**config.mk**
```make
export PLATFORM = sky130hd
export DESIGN_NAME = coso_calib_ctrl
export DESIGN_NICKNAME = d
export VERILOG_FILES = /design/src/rtl/coso_calib_pkg.sv /design/src/rtl/coso_bit_packer.sv /design/src/rtl/coso_calib_ctrl.sv
export SDC_FILE = /design/constraint.sdc
export NUM_CORES = 1
export LEC_CHECK = 0
export CAP_MARGIN = 0
export CORE_ASPECT_RATIO = 2
export CORE_MARGIN = 3
export CORE_UTILIZATION = 56
export CTS_CLUSTER_DIAMETER = 100
export DETAILED_ROUTE_END_ITERATION = 12
export PLACE_DENSITY_LB_ADDON = 0.08
export SLEW_MARGIN = 0
export SYNTH_ARGS = -nofsm -noshare
export SYNTH_HDL_FRONTEND = slang
export SYNTH_SLANG_ARGS = --single-unit
```
**constraint.sdc**
```tcl
create_clock -name CLK -period 5.35 [get_ports CLK]
set_input_delay 1.605 -clock CLK [delete_from_list [all_inputs] [get_ports CLK]]
set_output_delay 1.605 -clock CLK [all_outputs]
set_load 0.02 [all_outputs]
```
**src/rtl/coso_calib_pkg.sv**
```systemverilog
// Shared definitions for the COSO TRNG calibration controller.
//   - coso_state_e : controller FSM states
//   - PARAM field placement for the two oscillator delay configurations
//   - in_window()  : inclusive range test used on samples and averages
package coso_calib_pkg;

  typedef enum logic [2:0] {
    ST_IDLE    = 3'd0,
    ST_SETTLE  = 3'd1,
    ST_MEASURE = 3'd2,
    ST_EVAL    = 3'd3,
    ST_RUN     = 3'd4,
    ST_FAIL    = 3'd5
  } coso_state_e;

  localparam int CFG_A_LSB = 8;
  localparam int CFG_B_LSB = 0;
  localparam int CFG_W     = 8;

  // Both bounds are inclusive.
  function automatic logic in_window(input logic [7:0] v, input int lo, input int hi);
    return (int'(v) >= lo) && (int'(v) <= hi);
  endfunction

endpackage

```
**src/rtl/coso_bit_packer.sv**
```systemverilog
// Packs single random bits into bytes and presents them on a valid/ready port.
// Ports:
//   clk, rst           : clock, synchronous active-high reset
//   bit_in, bit_en     : one harvested bit, qualified by bit_en
//   clr                : drop partial bits (a byte already in OUT_DATA is kept)
//   OUT_DATA/OUT_VALID : packed byte and its valid flag
//   OUT_READY          : downstream accept
//   OVERFLOW           : sticky, set when a completed byte had nowhere to go
//
// Handshake: a byte transfers on every cycle where OUT_VALID=1 and OUT_READY=1.
// While OUT_VALID=1 and OUT_READY=0, OUT_DATA is held stable. OUT_VALID never
// depends combinationally on OUT_READY.
module coso_bit_packer (
  input  logic       clk,
  input  logic       rst,
  input  logic       bit_in,
  input  logic       bit_en,
  input  logic       clr,
  output logic [7:0] OUT_DATA,
  output logic       OUT_VALID,
  input  logic       OUT_READY,
  output logic       OVERFLOW
);

  logic [6:0] shreg;
  logic [2:0] nbits;
  logic       byte_done;
  logic [7:0] new_byte;

  // clr wins over a simultaneous bit so a recalibration never completes a byte.
  assign byte_done = bit_en && !clr && (nbits == 3'd7);
  // First bit received ends up in the MSB.
  assign new_byte  = {shreg, bit_in};

  always_ff @(posedge clk) begin
    if (rst) begin
      shreg     <= '0;
      nbits     <= '0;
      OUT_DATA  <= '0;
      OUT_VALID <= 1'b0;
      OVERFLOW  <= 1'b0;
    end else begin
      if (clr) begin
        shreg <= '0;
        nbits <= '0;
      end else if (bit_en) begin
        shreg <= {shreg[5:0], bit_in};
        nbits <= nbits + 3'd1;  // wraps 7 -> 0 on byte completion
      end

      // The output slot is free if empty or being emptied this cycle.
      if (byte_done && (!OUT_VALID || OUT_READY)) begin
        OUT_DATA  <= new_byte;
        OUT_VALID <= 1'b1;
      end else if (OUT_READY) begin
        OUT_VALID <= 1'b0;
      end

      if (byte_done && OUT_VALID && !OUT_READY) begin
        OVERFLOW <= 1'b1;
      end
    end
  end

endmodule

```
**src/rtl/coso_calib_ctrl.sv**
```systemverilog
// Closed-loop calibration controller for the configurable COSO TRNG unit.
// Sweeps the 16-bit candidate {cfg_a,cfg_b} until the averaged beat count lies
// inside [CNT_MIN, CNT_MAX], then harvests count LSBs as random bits, packing
// them into bytes. Recalibrates when RECAL_LIMIT consecutive samples drift out.
// Ports:
//   CLK, RST               : clock, synchronous active-high reset
//   START                  : calibration start pulse (honoured in IDLE/FAIL)
//   DATA_IN, DATA_EN_IN    : beat count stream from the TRNG (bits 15:8 unused)
//   RNG_EN, PARAM          : oscillator enable and {16'b0, cfg_a, cfg_b}
//   OUT_DATA/VALID/READY   : random byte port (valid/ready)
//   CALIBRATED, FAIL       : status, high in RUN / FAIL respectively
//   OVERFLOW               : sticky byte-drop flag
//   state_dbg              : current FSM state, for observation only
module coso_calib_ctrl
  import coso_calib_pkg::*;
#(
  parameter int         CNT_MIN     = 16,
  parameter int         CNT_MAX     = 64,
  parameter int         LOG2_NSAMP  = 4,
  parameter int         DISCARD     = 4,
  parameter int         RECAL_LIMIT = 8,
  parameter logic [7:0] INIT_A      = 8'd0,
  parameter logic [7:0] INIT_B      = 8'd0
) (
  input  logic        CLK,
  input  logic        RST,
  input  logic        START,
  input  logic [15:0] DATA_IN,
  input  logic        DATA_EN_IN,
  output logic        RNG_EN,
  output logic [31:0] PARAM,
  output logic [7:0]  OUT_DATA,
  output logic        OUT_VALID,
  input  logic        OUT_READY,
  output logic        CALIBRATED,
  output logic        FAIL,
  output logic        OVERFLOW,
  output coso_state_e state_dbg
);

  localparam int NSAMP   = 1 << LOG2_NSAMP;
  localparam int SMP_MAX = (NSAMP > DISCARD) ? NSAMP : DISCARD;
  localparam int SMP_W   = $clog2(SMP_MAX) + 1;
  localparam int SUM_W   = 8 + LOG2_NSAMP;
  localparam int BAD_W   = $clog2(RECAL_LIMIT) + 1;

  localparam logic [SMP_W-1:0] DISC_LAST  = SMP_W'(DISCARD - 1);
  localparam logic [SMP_W-1:0] NSAMP_LAST = SMP_W'(NSAMP - 1);
  localparam logic [BAD_W-1:0] BAD_LAST   = BAD_W'(RECAL_LIMIT - 1);

  coso_state_e      state, state_n;
  logic [15:0]      cfg;
  logic [SMP_W-1:0] smp_cnt;
  logic [SUM_W-1:0] sum;
  logic [BAD_W-1:0] bad_cnt;

  logic [7:0] cnt;
  logic [7:0] avg;
  logic       cnt_ok, avg_ok, exhausted;
  logic       unused_hi;

  // Control strobes produced by the FSM for the datapath registers.
  logic cfg_init, cfg_adv;
  logic smp_clr, smp_inc;
  logic sum_clr, sum_acc;
  logic bad_clr, bad_inc;
  logic pk_clr, pk_en;

  assign cnt       = DATA_IN[7:0];
  assign unused_hi = ^DATA_IN[15:8];
  assign avg       = 8'(sum >> LOG2_NSAMP);
  assign cnt_ok    = in_window(cnt, CNT_MIN, CNT_MAX);
  assign avg_ok    = in_window(avg, CNT_MIN, CNT_MAX);
  assign exhausted = (cfg == 16'hFFFF);

  always_ff @(posedge CLK) begin
    if (RST) state <= ST_IDLE;
    else     state <= state_n;
  end

  always_comb begin
    state_n  = state;
    cfg_init = 1'b0;
    cfg_adv  = 1'b0;
    smp_clr  = 1'b0;
    smp_inc  = 1'b0;
    sum_clr  = 1'b0;
    sum_acc  = 1'b0;
    bad_clr  = 1'b0;
    bad_inc  = 1'b0;
    pk_clr   = 1'b0;
    pk_en    = 1'b0;

    case (state)
      ST_IDLE, ST_FAIL: begin
        if (START) begin
          state_n  = ST_SETTLE;
          cfg_init = 1'b1;
          smp_clr  = 1'b1;
          pk_clr   = 1'b1;
        end
      end

      ST_SETTLE: begin
        if (DATA_EN_IN) begin
          if (smp_cnt == DISC_LAST) begin
            state_n = ST_MEASURE;
            smp_clr = 1'b1;
            sum_clr = 1'b1;
          end else begin
            smp_inc = 1'b1;
          end
        end
      end

      ST_MEASURE: begin
        if (DATA_EN_IN) begin
          sum_acc = 1'b1;
          if (smp_cnt == NSAMP_LAST) begin
            state_n = ST_EVAL;
            smp_clr = 1'b1;
          end else begin
            smp_inc = 1'b1;
          end
        end
      end

      // Single decision cycle; DATA_EN_IN is deliberately not looked at.
      ST_EVAL: begin
        if (avg_ok) begin
          state_n = ST_RUN;
          bad_clr = 1'b1;
        end else if (exhausted) begin
          state_n = ST_FAIL;
        end else begin
          state_n = ST_SETTLE;
          cfg_adv = 1'b1;
          smp_clr = 1'b1;
        end
      end

      ST_RUN: begin
        if (DATA_EN_IN) begin
          if (cnt_ok) begin
            bad_clr = 1'b1;
            pk_en   = 1'b1;
          end else if (bad_cnt == BAD_LAST) begin
            // Drift confirmed: abandon this candidate and any partial byte.
            bad_clr = 1'b1;
            pk_clr  = 1'b1;
            if (exhausted) begin
              state_n = ST_FAIL;
            end else begin
              state_n = ST_SETTLE;
              cfg_adv = 1'b1;
              smp_clr = 1'b1;
            end
          end else begin
            bad_inc = 1'b1;
            pk_en   = 1'b1;
          end
        end
      end

      default: state_n = ST_IDLE;
    endcase
  end

  always_ff @(posedge CLK) begin
    if (RST) begin
      cfg     <= '0;
      smp_cnt <= '0;
      sum     <= '0;
      bad_cnt <= '0;
    end else begin
      if (cfg_init)     cfg <= {INIT_A, INIT_B};
      else if (cfg_adv) cfg <= cfg + 16'd1;

      if (smp_clr)      smp_cnt <= '0;
      else if (smp_inc) smp_cnt <= smp_cnt + SMP_W'(1);

      // SUM_W is wide enough for NSAMP full-scale counts.
      if (sum_clr)      sum <= '0;
      else if (sum_acc) sum <= sum + SUM_W'(cnt);

      if (bad_clr)      bad_cnt <= '0;
      else if (bad_inc) bad_cnt <= bad_cnt + BAD_W'(1);
    end
  end

  always_comb begin
    PARAM = '0;
    PARAM[CFG_A_LSB +: CFG_W] = cfg[15:8];
    PARAM[CFG_B_LSB +: CFG_W] = cfg[7:0];
  end

  assign RNG_EN     = (state == ST_SETTLE) || (state == ST_MEASURE) ||
                      (state == ST_EVAL)   || (state == ST_RUN);
  assign CALIBRATED = (state == ST_RUN);
  assign FAIL       = (state == ST_FAIL);
  assign state_dbg  = state;

  coso_bit_packer u_packer (
    .clk       (CLK),
    .rst       (RST),
    .bit_in    (cnt[0]),
    .bit_en    (pk_en),
    .clr       (pk_clr),
    .OUT_DATA  (OUT_DATA),
    .OUT_VALID (OUT_VALID),
    .OUT_READY (OUT_READY),
    .OVERFLOW  (OVERFLOW)
  );

endmodule

```
Run 1, M2 wires:
(6 px per um)
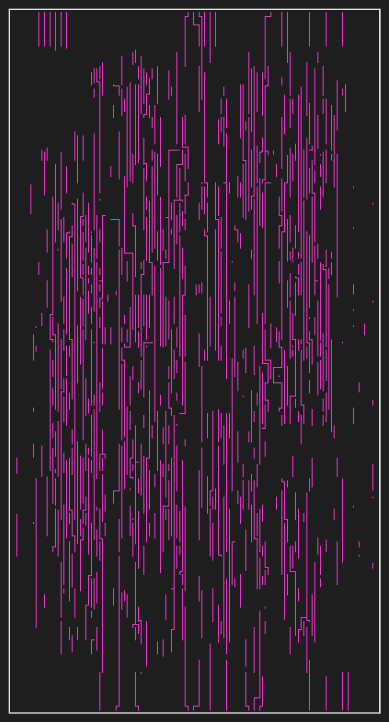
share of all routed wire: 55%
nets with wire on the layer: 417
longest straight run: 52.5 um

Run 1, met1 routing:
(6 px per um) Supply wires on this layer in gray.
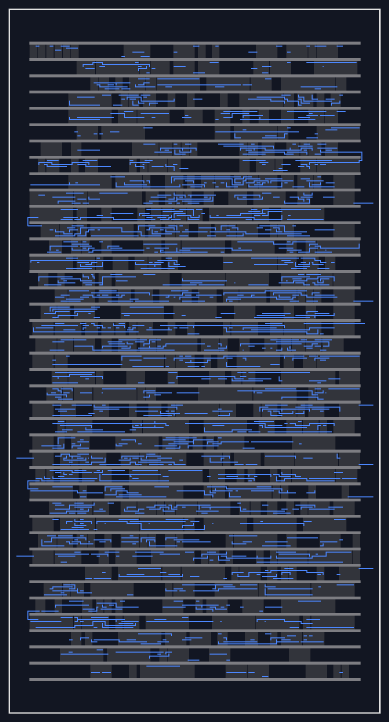
share of all routed wire: 39%
longest straight run: 20.7 um
main direction: horizontal
wire length on this layer: 3080 um

==> run notes, run 1 <==
flow finished, numbers: outcome=complete, no violations, CP max stage delay=0.67 ns, final setup fails=0, post-CTS setup buffers=0, Buffers on Ports=44, CP Launch Type=primary input, final instance area=0.00411 mm^2, worst setup margin=1.51 ns, Post-Place Setup Slack=1.19 ns, Syn. warnings=0, maximum clock path buffer count=2, routability cong.=0.837, CP required=5.60 ns, die area=0.00720 mm^2, DRT Wirelength=7880 um, DR DRC count=0, initial DRC count=164, num ports=69, pwr dens=333 mW/mm^2, CTS tree=yes, Die Ht=117 um, Remaining Overflow, GRT=0, max-slew violations=0, synth top area cells=dfxtp_1, ha_1, nand2_1, number of antenna violations at the first check in global routing=0, Final Skew=0.00616 ns, Filler cells=475, CP cell instances=clkdlybuf4s50_1, or4b_4, o221a_4, a31oi_4, o21ai_2, a211oi_2, Worst Max-Slew Pin Slew=1.01 ns, vias in the first global route=2977, CP Class=primary input to flip-flop, area delta synth->final=19.0%, Dominant Register Cell=dfxtp_1, R2R cell count=5, Syn Area/Cell=8.54 um^2, Final HPWL DP=5840 um, Mapped Area=0.00345 mm^2, Hold Crit Class=flip-flop to flip-flop, CTS Root Cell=clkbuf_16, Min-Delay Path Depth=2, Routed Antenna Nets=0, Max Cap Viol=0, tool warning count=34, storage element area=0.00120 mm^2, # Cells Yosys=404, Init Core Util=59.0%, RR Startpoint=state_dbg[0], Post-CTS Hold Buffers=0
Run 1, congestion heat map:
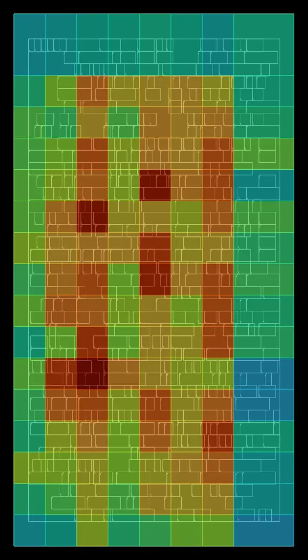
met2 usage: 42.8%
met1 usage: 23.6%
met3 Use GR: 5.60%
most used routing layer: met2

==> run 1: final cells by class <==
cell class | count | share of cell area [%]
multi-input combinational | 320 | 50.1
sequential | 60 | 29.2
inverter | 8 | 0.731
clock buffer | 12 | 6.49
tap | 61 | 1.86
timing repair buffer | 46 | 11.1
clock inverter | 4 | 0.548
==> run 1: worst max-delay path, delay by kind of cell <==
family / cells / cell delay [ns]
AND/OR/NAND/NOR: 1 / 0.60
buffers and inverters: 1 / 0.50
AND-OR/OR-AND: 4 / 1.38
==> run 1: stage by stage <==
stage	power (uW)	std cells
2_1_floorplan	749	419
3_3_place_gp	825	495
3_5_place_dp	830	495
4_1_cts	1380	511
5_1_grt	1440	511
6_report	1370	511
==> run 1: metal layers <==
metal / global-route usage [%] / wire [um] / vias up / part of all wire, %
met5: 0 / 0 / - / 0
met4: 14.3 / 249 / 0 / 3.2
met1: 23.6 / 3080 / 1429 / 39
li1: - / - / 1536 / -
met3: 5.60 / 255 / 21 / 3.2
met2: 42.8 / 4300 / 71 / 55
==> run 1: power breakdown <==
group	internal, uW	total, uW	switching (uW)
logic	123	312	189
clock network	348	544	197
registers	468	511	42.5
total	939	1370	428
==> run 1: worst min path at each step <==
stage                                  from                end  slack, ns
after floorplan                      sum[2]             sum[2]       0.44
after global routing                 sum[2]             sum[2]       0.48
after detailed placement  u_packer.shreg[6]  u_packer.shreg[6]       0.45
after global placement    u_packer.shreg[6]  u_packer.shreg[6]       0.44
after CTS                            sum[0]             sum[0]       0.46
final                                sum[0]             sum[0]       0.46
==> run 1: kinds of logic after synthesis <==
group | Yosys count | share of synthesized area (%)
compound gates | 93 | 18.7
mux | 12 | 3.48
flops | 60 | 34.8
buf+inv | 39 | 7.25
simple gates | 172 | 27.0
fa+ha+maj | 15 | 5.65
other cells | 1 | 0.109
xor+xnor | 12 | 3.04
==> run 1: sequential cells by signal, indices dropped and copies added, names as in the netlist <==
| register | flops |
|---|---|
| bad_cnt | 4 |
| cfg | 16 |
| smp_cnt | 5 |
| state_dbg | 3 |
| sum | 12 |
| u_packer.OUT_DATA | 8 |
| u_packer.OUT_VALID | 1 |
| u_packer.OVERFLOW | 1 |
| u_packer.nbits | 3 |
| u_packer.shreg | 7 |
==> run 1: placed cells by master (no fill, tap or decap), drive strengths merged, types with 3 or more instances in the layout <==
master	count
nor2b	3
clkinv	3
o21a	4
nor3	3
o2111ai	3
o211ai	11
clkdlybuf4s50	44
xor2	3
nor4b	4
or2	3
xnor2	9
a31oi	5
nand2	46
and3	6
nand3b	3
nand4	8
nor2	39
nor4	4
nand2b	7
or3	9
conb	16
dfxtp	60
and2	3
mux2i	12
or4	11
inv	8
a21oi	30
ha	14
nand3	16
clkbuf	12
o21ai	14
a211oi	6
==> run 2: changes to the inputs <==
--- a/config.mk
+++ b/config.mk
@@ -8,7 +8,7 @@
 export CAP_MARGIN = 0
 export CORE_ASPECT_RATIO = 2
 export CORE_MARGIN = 3
-export CORE_UTILIZATION = 56
+export CORE_UTILIZATION = 52
 export CTS_CLUSTER_DIAMETER = 100
 export DETAILED_ROUTE_END_ITERATION = 12
 export PLACE_DENSITY_LB_ADDON = 0.08
==> constraint.sdc (replaced) <==
create_clock -name CLK -period 3.62 [get_ports CLK]
set_input_delay 1.086 -clock CLK [delete_from_list [all_inputs] [get_ports CLK]]
set_output_delay 1.086 -clock CLK [all_outputs]
set_load 0.02 [all_outputs]
==> run 2 against run 1 <==
  * Core utilization down 3.8 points
  * Hold slack better by 0.0011 ns
  * Clock power up 66%
  * Critical path type is now flip-flop to output pin
  * Critical endpoint is now CALIBRATED
==> run notes, run 2 <==
flow finished, numbers: outcome=complete, no violations, Int Power=1500 uW, Design Power=2130 uW, worst setup margin=0.541 ns, most instantiated logic cells after routing=dfxtp_1, nand2_1, clkdlybuf4s50_1, DRT Wirelength=7990 um, Post-CTS Hold Buffers=0, Mapped Area=0.00345 mm^2, Final HPWL DP=6000 um, r2r endpoint=u_packer.shreg[6], final setup fails=0, die area=0.00771 mm^2, NetSw=638 uW, Post-Place Setup Slack=0.247 ns, Syn. warnings=0, Commonest Layout Cell=dfxtp_1, max-slew violations=0, CP cell instances=nor3b_4, clkdlybuf4s50_1, Routed Antenna Nets=0, Die Ht=121 um, CP Class=flip-flop to output pin, max FFs per register=16, Reg with most FFs=cfg, Min-Delay Path Depth=2, Init Core Util=54.3%, Final Skew=0.00541 ns, CP Launch Type=flip-flop, RR Startpoint=state_dbg[1], post-CTS setup buffers=0, DR DRC count=0, Dominant Register Cell=dfxtp_1, Remaining Overflow, GRT=0, CTS tree=yes, Seq pwr share=34.9%, number of antenna violations at the first check in global routing=0, CTS Root Cell=clkbuf_16, CP required=2.53 ns, initial DRC count=187, vias in the first global route=2976, Max Cap Viol=0, pwr dens=505 mW/mm^2, CP max stage delay=0.70 ns, R2R cell count=5, logic gate share of total power=22.7%, sink of the worst hold path=u_packer.shreg[6], Hold Crit Class=flip-flop to flip-flop, routability cong.=0.834, synth top area cells=dfxtp_1, ha_1, nand2_1, Switching Share=29.9%, clock power share=42.3%, num ports=69, Worst Max-Slew Pin Slew=1.06 ns, area delta synth->final=22.3%
[run 2: worst max-delay path, delay by kind of cell, from the launching register on]
kind                   cells  cell delay (ns)
buffers and inverters      1             0.70
DFF                        1             0.47
and+or+nand+nor            1             0.50
[run 2: area by class of cell]
class | count | area (um^2)
clock inverter | 4 | 75.1
timing repair buffer | 52 | 513
sequential | 60 | 1200
fill | 587 | 2140
multi-input combinational | 320 | 2060
inverter | 8 | 30.0
clock buffer | 10 | 239
tap | 86 | 108
[run 2: through the flow]
stage / cell area, um^2 / hold slack (ns) / utilization [%] / instances
6_report: 4220 / 0.459 / 66.4 / 540
5_1_grt: 4220 / 0.495 / 66.4 / 540
4_1_cts: 4220 / 0.464 / 66.4 / 540
3_5_place_dp: 3910 / 0.457 / 61.4 / 526
3_3_place_gp: 3910 / 0.444 / 61.4 / 526
2_1_floorplan: 3510 / 0.436 / - / 419
[run 2: cell families (layout without fill, tap and decap cells)]
logic type | Yosys count | in the layout | share of synthesized area (%)
xor+xnor | 12 | 12 | 3.04
buf+inv | 39 | 74 | 7.25
compound gates | 93 | 93 | 18.7
other cells | 1 | 16 | 0.109
flops | 60 | 60 | 34.8
fa+ha+maj | 15 | 15 | 5.65
simple gates | 172 | 172 | 27.0
mux | 12 | 12 | 3.48
[run 2: layer usage]
metal	vias up	GRT usage [%]	wire length [um]
met1	1451	22.6	3000
met2	73	40.7	4450
li1	1545	-	-
met5	-	0	0
met4	0	11.5	237
met3	24	5.10	301
[run 2: power groups by stage]
stage                     clock network, uW  logic, uW  registers, uW
after floorplan                           0        358            748
after global placement                    0        476            755
after detailed placement                  0        483            758
after CTS                               921        486            745
after global routing                    944        540            752
final                                   903        485            745
[run 2: worst max path at each step]
stage,slack [ns],depth (start not counted),end,from
floorplan,0.91,6,u_packer.OUT_DATA[0],DATA_IN[1]
global placement,0.31,9,sum[8],DATA_IN[0]
detailed placement,0.25,7,u_packer.OUT_DATA[2],DATA_IN[0]
CTS,0.53,2,CALIBRATED,state_dbg[0]
global route,0.39,6,u_packer.shreg[1],START
finish,0.54,2,CALIBRATED,state_dbg[0]
Run 2, signal wires on met3:
(6 px per um)
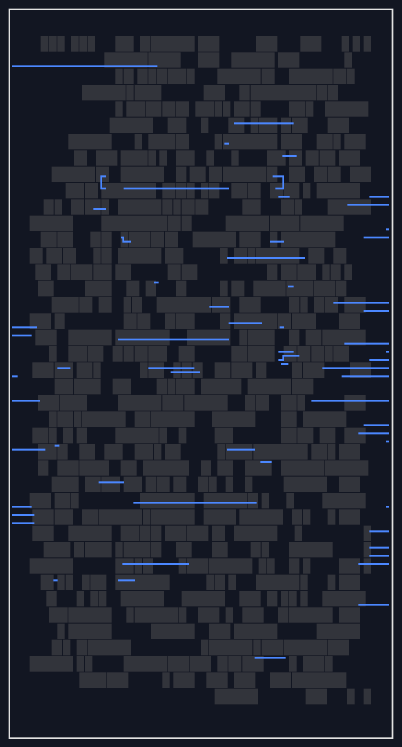
wire length on this layer: 302 um
nets with wire on the layer: 45
main direction: horizontal
share of all routed wire: 3.8%
longest straight run: 23.9 um
vias: 3093
met3 Use GR: 5.10%

Power is estimated from default activity; no workload was simulated.
